File: src/rtl/regfile_dump_pkg.sv
// regfile_dump_pkg
//   Shared definitions for the register-file dump reader: default geometry
//   of the pipeline register file and the dump FSM state encoding.
//   No ports.
package regfile_dump_pkg;

  localparam int NUM_REGS_DEF = 32;
  localparam int ADDR_W_DEF   = 5;
  localparam int DATA_W_DEF   = 32;

  typedef logic [2:0] state_t;

  localparam logic [2:0] ST_IDLE    = 3'd0;
  localparam logic [2:0] ST_READ    = 3'd1;
  localparam logic [2:0] ST_EMIT_LO = 3'd2;
  localparam logic [2:0] ST_EMIT_HI = 3'd3;
  localparam logic [2:0] ST_DONE    = 3'd4;

endpackage

File: src/rtl/regfile_dump_snoop.sv
// regfile_dump_snoop
//   Tracks which registers have already been captured by the current dump
//   and raises a sticky stale flag when the pipeline writes one of them.
// Ports:
//   clk, reset     clock, asynchronous active-high reset
//   i_clear        clear mask and stale (new dump starting)
//   i_active       a dump is in progress; writes outside a dump are ignored
//   i_capture      the pair i_cap_pair is being captured at this edge
//   i_cap_pair     pair number being captured
//   rf_we          snooped RegWrite
//   rf_waddr       snooped WriteReg
//   o_stale        sticky stale flag
module regfile_dump_snoop #(
  parameter int ADDR_W = 5
) (
  input  logic              clk,
  input  logic              reset,
  input  logic              i_clear,
  input  logic              i_active,
  input  logic              i_capture,
  input  logic [ADDR_W-2:0] i_cap_pair,
  input  logic              rf_we,
  input  logic [ADDR_W-1:0] rf_waddr,
  output logic              o_stale
);

  // Mask spans the full address space so any rf_waddr indexes it safely.
  localparam int MASK_W = 1 << ADDR_W;

  logic [MASK_W-1:0] r_mask;
  logic              r_stale;
  logic              w_hit_mask;
  logic              w_hit_cap;

  assign w_hit_mask = r_mask[rf_waddr];
  // A write landing on the same edge as its pair's capture is treated as
  // stale: the captured value is the pre-write one.
  assign w_hit_cap  = i_capture && (rf_waddr[ADDR_W-1:1] == i_cap_pair);

  always_ff @(posedge clk or posedge reset) begin
    if (reset) begin
      r_mask  <= '0;
      r_stale <= 1'b0;
    end else if (i_clear) begin
      r_mask  <= '0;
      r_stale <= 1'b0;
    end else begin
      if (i_capture) begin
        r_mask[{i_cap_pair, 1'b0}] <= 1'b1;
        r_mask[{i_cap_pair, 1'b1}] <= 1'b1;
      end
      if (i_active && rf_we && (w_hit_mask || w_hit_cap))
        r_stale <= 1'b1;
    end
  end

  assign o_stale = r_stale;

endmodule

File: src/rtl/regfile_dump.sv
// regfile_dump
//   Debug/trace reader for the pipeline register file. On start it walks all
//   registers in even/odd pairs through the two read ports and emits each
//   value as a valid/ready (index, data) beat. Writes to already-captured
//   registers during the dump set a sticky stale flag.
// Ports:
//   clk, reset            clock, asynchronous active-high reset
//   start                 single-cycle request, ignored while busy
//   abort                 cancel a dump in progress (priority over handshake)
//   rd_addr1/rd_addr2     even/odd read addresses to the register file
//   rd_data1/rd_data2     combinational read data from the register file
//   rf_we/rf_waddr        snooped register-file write port
//   out_valid/out_ready   beat handshake
//   out_index/out_data    beat payload
//   busy                  high in every state except IDLE
//   done                  one-cycle pulse after the last beat is accepted
//   stale                 sticky: captured register overwritten during dump
module regfile_dump
  import regfile_dump_pkg::*;
#(
  parameter int NUM_REGS  = NUM_REGS_DEF,
  parameter int ADDR_W    = ADDR_W_DEF,
  parameter int DATA_W    = DATA_W_DEF,
  parameter int SKIP_ZERO = 0
) (
  input  logic              clk,
  input  logic              reset,
  input  logic              start,
  input  logic              abort,
  output logic [ADDR_W-1:0] rd_addr1,
  output logic [ADDR_W-1:0] rd_addr2,
  input  logic [DATA_W-1:0] rd_data1,
  input  logic [DATA_W-1:0] rd_data2,
  input  logic              rf_we,
  input  logic [ADDR_W-1:0] rf_waddr,
  output logic              out_valid,
  input  logic              out_ready,
  output logic [ADDR_W-1:0] out_index,
  output logic [DATA_W-1:0] out_data,
  output logic              busy,
  output logic              done,
  output logic              stale
);

  localparam logic [ADDR_W-2:0] LAST_PAIR = (ADDR_W-1)'(NUM_REGS/2 - 1);

  state_t            r_state;
  logic [ADDR_W-2:0] r_pair;
  logic [ADDR_W-1:0] r_rd_addr1;
  logic [ADDR_W-1:0] r_rd_addr2;
  logic [DATA_W-1:0] r_lo;
  logic [DATA_W-1:0] r_hi;

  logic              w_last;
  logic [ADDR_W-2:0] w_pair_nxt;
  logic              w_emit_lo;
  logic              w_emit_hi;
  logic              w_clear;
  logic              w_capture;
  logic              w_stale;

  assign w_last     = (r_pair == LAST_PAIR);
  assign w_pair_nxt = r_pair + 1'b1;
  assign w_emit_lo  = (r_state == ST_EMIT_LO);
  assign w_emit_hi  = (r_state == ST_EMIT_HI);
  assign w_clear    = (r_state == ST_IDLE) && start;
  assign w_capture  = (r_state == ST_READ);

  // FSM, pair counter and read addresses. Abort outranks every handshake;
  // in IDLE only start is considered, so start wins over a coincident abort.
  always_ff @(posedge clk or posedge reset) begin
    if (reset) begin
      r_state    <= ST_IDLE;
      r_pair     <= '0;
      r_rd_addr1 <= '0;
      r_rd_addr2 <= '0;
    end else if ((r_state != ST_IDLE) && abort) begin
      r_state <= ST_IDLE;
    end else begin
      case (r_state)
        ST_IDLE: begin
          if (start) begin
            r_state    <= ST_READ;
            r_pair     <= '0;
            r_rd_addr1 <= '0;
            r_rd_addr2 <= ADDR_W'(1);
          end
        end
        ST_READ: begin
          // Register 0 is hard-wired zero; optionally skip straight to r1.
          if ((SKIP_ZERO != 0) && (r_pair == '0))
            r_state <= ST_EMIT_HI;
          else
            r_state <= ST_EMIT_LO;
        end
        ST_EMIT_LO: begin
          if (out_ready)
            r_state <= ST_EMIT_HI;
        end
        ST_EMIT_HI: begin
          if (out_ready) begin
            if (w_last) begin
              r_state <= ST_DONE;
            end else begin
              r_state    <= ST_READ;
              r_pair     <= w_pair_nxt;
              r_rd_addr1 <= {w_pair_nxt, 1'b0};
              r_rd_addr2 <= {w_pair_nxt, 1'b1};
            end
          end
        end
        ST_DONE: r_state <= ST_IDLE;
        default: r_state <= ST_IDLE;
      endcase
    end
  end

  // Holding registers: loaded at the closing edge of READ while the read
  // addresses have been stable for the whole cycle.
  always_ff @(posedge clk) begin
    if (w_capture) begin
      r_lo <= rd_data1;
      r_hi <= rd_data2;
    end
  end

  regfile_dump_snoop #(
    .ADDR_W (ADDR_W)
  ) u_snoop (
    .clk        (clk),
    .reset      (reset),
    .i_clear    (w_clear),
    .i_active   (r_state != ST_IDLE),
    .i_capture  (w_capture),
    .i_cap_pair (r_pair),
    .rf_we      (rf_we),
    .rf_waddr   (rf_waddr),
    .o_stale    (w_stale)
  );

  // Outputs decode straight from flops; the payload is forced to zero
  // outside the emit states so it reads as zero out of reset.
  assign rd_addr1  = r_rd_addr1;
  assign rd_addr2  = r_rd_addr2;
  assign out_valid = w_emit_lo || w_emit_hi;
  assign out_index = w_emit_lo ? {r_pair, 1'b0} :
                     w_emit_hi ? {r_pair, 1'b1} : '0;
  assign out_data  = w_emit_lo ? r_lo :
                     w_emit_hi ? r_hi : '0;
  assign busy      = (r_state != ST_IDLE);
  assign done      = (r_state == ST_DONE);
  assign stale     = w_stale;

endmodule

File: config.mk
export PLATFORM = sky130hd
export DESIGN_NAME = regfile_dump
export DESIGN_NICKNAME = d
export VERILOG_FILES = /design/src/rtl/regfile_dump_pkg.sv /design/src/rtl/regfile_dump_snoop.sv /design/src/rtl/regfile_dump.sv
export SDC_FILE = /design/constraint.sdc
export NUM_CORES = 1
export LEC_CHECK = 0
export CAP_MARGIN = 20
export CORE_ASPECT_RATIO = 0.6
export CORE_MARGIN = 3
export CORE_UTILIZATION = 52
export DETAILED_ROUTE_END_ITERATION = 12
export MAX_ROUTING_LAYER = met4
export PLACE_DENSITY = 0.83
export RECOVER_POWER = 50
export SLEW_MARGIN = 10
export SYNTH_ARGS = -nofsm -noshare
export SYNTH_HDL_FRONTEND = slang
export SYNTH_HIERARCHICAL = 1
export SYNTH_SLANG_ARGS = --single-unit
File: constraint.sdc
create_clock -name clk -period 15.25 [get_ports clk]
set_clock_uncertainty 0.2 [all_clocks]
set_input_delay 2.2875 -clock clk [delete_from_list [all_inputs] [get_ports clk]]
set_output_delay 2.2875 -clock clk [all_outputs]
set_load 0.02 [all_outputs]
### M1 wires

Bar = 50 um.
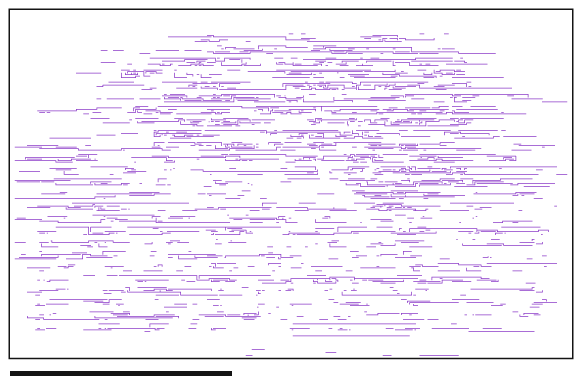
main direction = horizontal
longest straight run = 34.5 um
share of all routed wire = 43%
nets with wire on the layer = 517
final wirelength: 10700 um
GR Layer Usage met1: 32.2%
routed via count: 3306

### M2 wires

Bar = 50 um. Cells faint in the background.
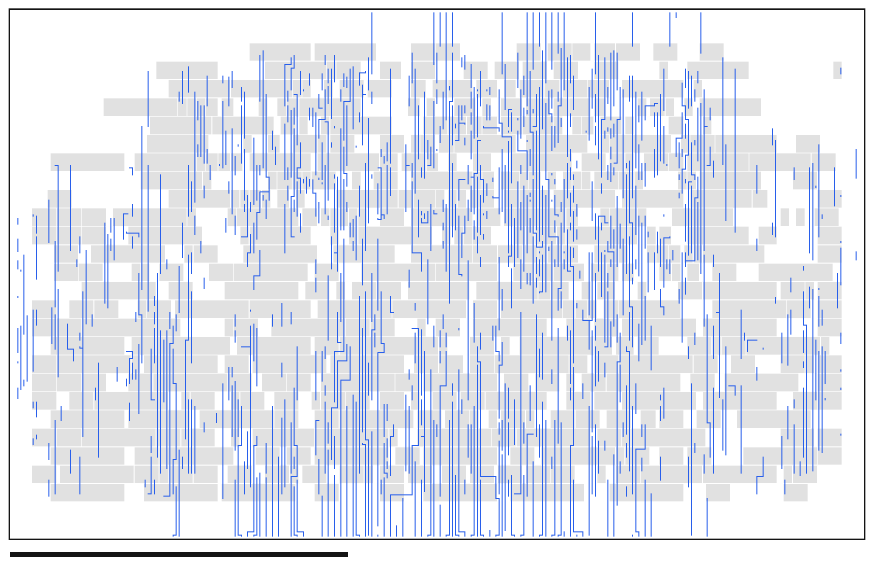
share of all routed wire = 48%
wire length on this layer = 5140 um
M2 GR Usage: 35.0%

### Metal 3

Bar = 50 um. Cells faint in the background.
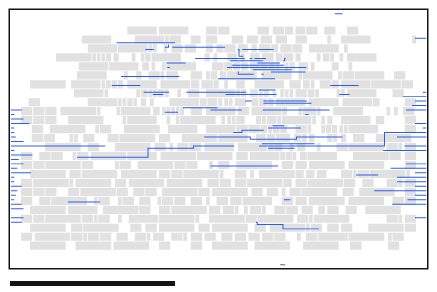
wire length on this layer = 806 um
longest straight run = 38.0 um
main direction = horizontal
share of all routed wire = 7.5%
GRT met3 Usage: 6.39%

### Met4 routing

Bar = 50 um.
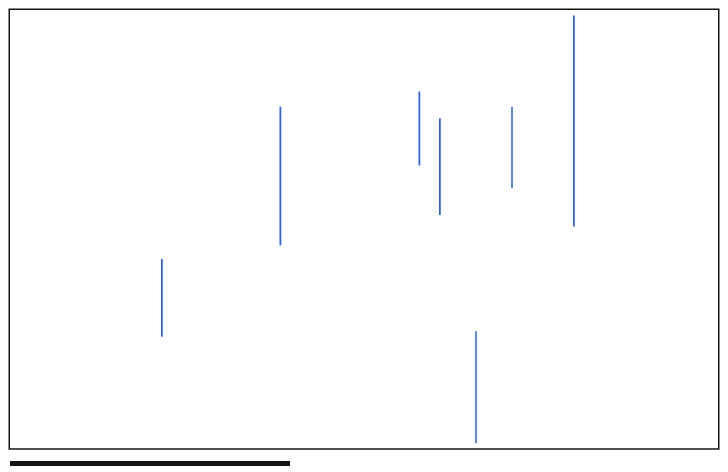
share of all routed wire = 1.3%
wire length on this layer = 139 um
nets with wire on the layer = 5
main direction = vertical
longest straight run = 37.4 um

==> run summary <==
outcome - finished, violations left
failing checks - capacitance limit, slew limit
AO/OA Area Share - 4.69%
port bufs - 124
DRT antenna net count - 0
Max-Cap Viols - 1
via-per-instance ratio - 5.49
Area growth, synth to finish - 35.2%
clock slew at reported path FFs - 0.07 ns
Critical path origin - r_state[0]
Init Core Util - 55.5%
post-CTS setup buffer count - 0
H-tree levels - 3
CP Launch Type - flip-flop
CTS Buf Count - 9
CORE AREA - 0.00816 sq mm
Setup TNS Final - 0 ns
synth cell count leaders - nor2_1, edfxtp_1, mux2i_1
crit path max fanout - 24
Commonest flop - edfxtp_1
cell with the most instances after synthesis - nor2_1
XOR/XNOR Area Share - 0.773%
Hold Fails Final Rpt - 0
Hold Buf Count CTS - 0
chip width - 127 um
Slew @ Worst Pin - 3.33 ns
total power - 742 uW
global-route wire length before repair - 17400 um
RR Startpoint - r_state[0]
Worst R2R End - r_lo[14]
synthesized cell area - 0.00453 sq mm
DRC errors left - 0
asr flop ratio synth - 39.0%
Yosys Chip Area - 0.00453 sq mm
Seq share, synth - 65.1%
Late-Pin Clk Latency - 0.34 ns
Slew HR - -122%
layout cell share with drive strength beyond 1 - 4.67%
critical path capture point type - output pin
# IOs - 126
count of final max-slew check failures - 65
# setup viols final - 0
ys flops - 105
==> final cells by class <==
type / count / area [sq um]
tap: 108 / 135
inverter: 6 / 27.5
timing repair buffer: 128 / 1270
clock inverter: 3 / 43.8
antenna: 2 / 5.00
clock buffer: 13 / 283
multi-input combinational: 237 / 1410
fill: 534 / 2040
sequential: 105 / 2950
==> power breakdown <==
part | total (mW) | internal (mW) | switching [mW]
clock network | 0.245 | 0.147 | 0.0978
logic | 0.144 | 0.0624 | 0.0813
registers | 0.353 | 0.340 | 0.0136
==> per-layer routing <==
layer	wire length, um	track usage [%]
met5	0	-
met4	139	6.75
met3	805	6.39
met2	5140	35.0
met1	4620	32.2
==> flip-flops by register name, indices dropped and copies added (netlist names) <==
name	count
u_snoop/r_mask	32
r_lo	32
rd_addr2	5
r_hi	32
u_snoop/o_stale	1
r_state	3
Power figures rest on the tool's default switching activity, not on a simulated workload.
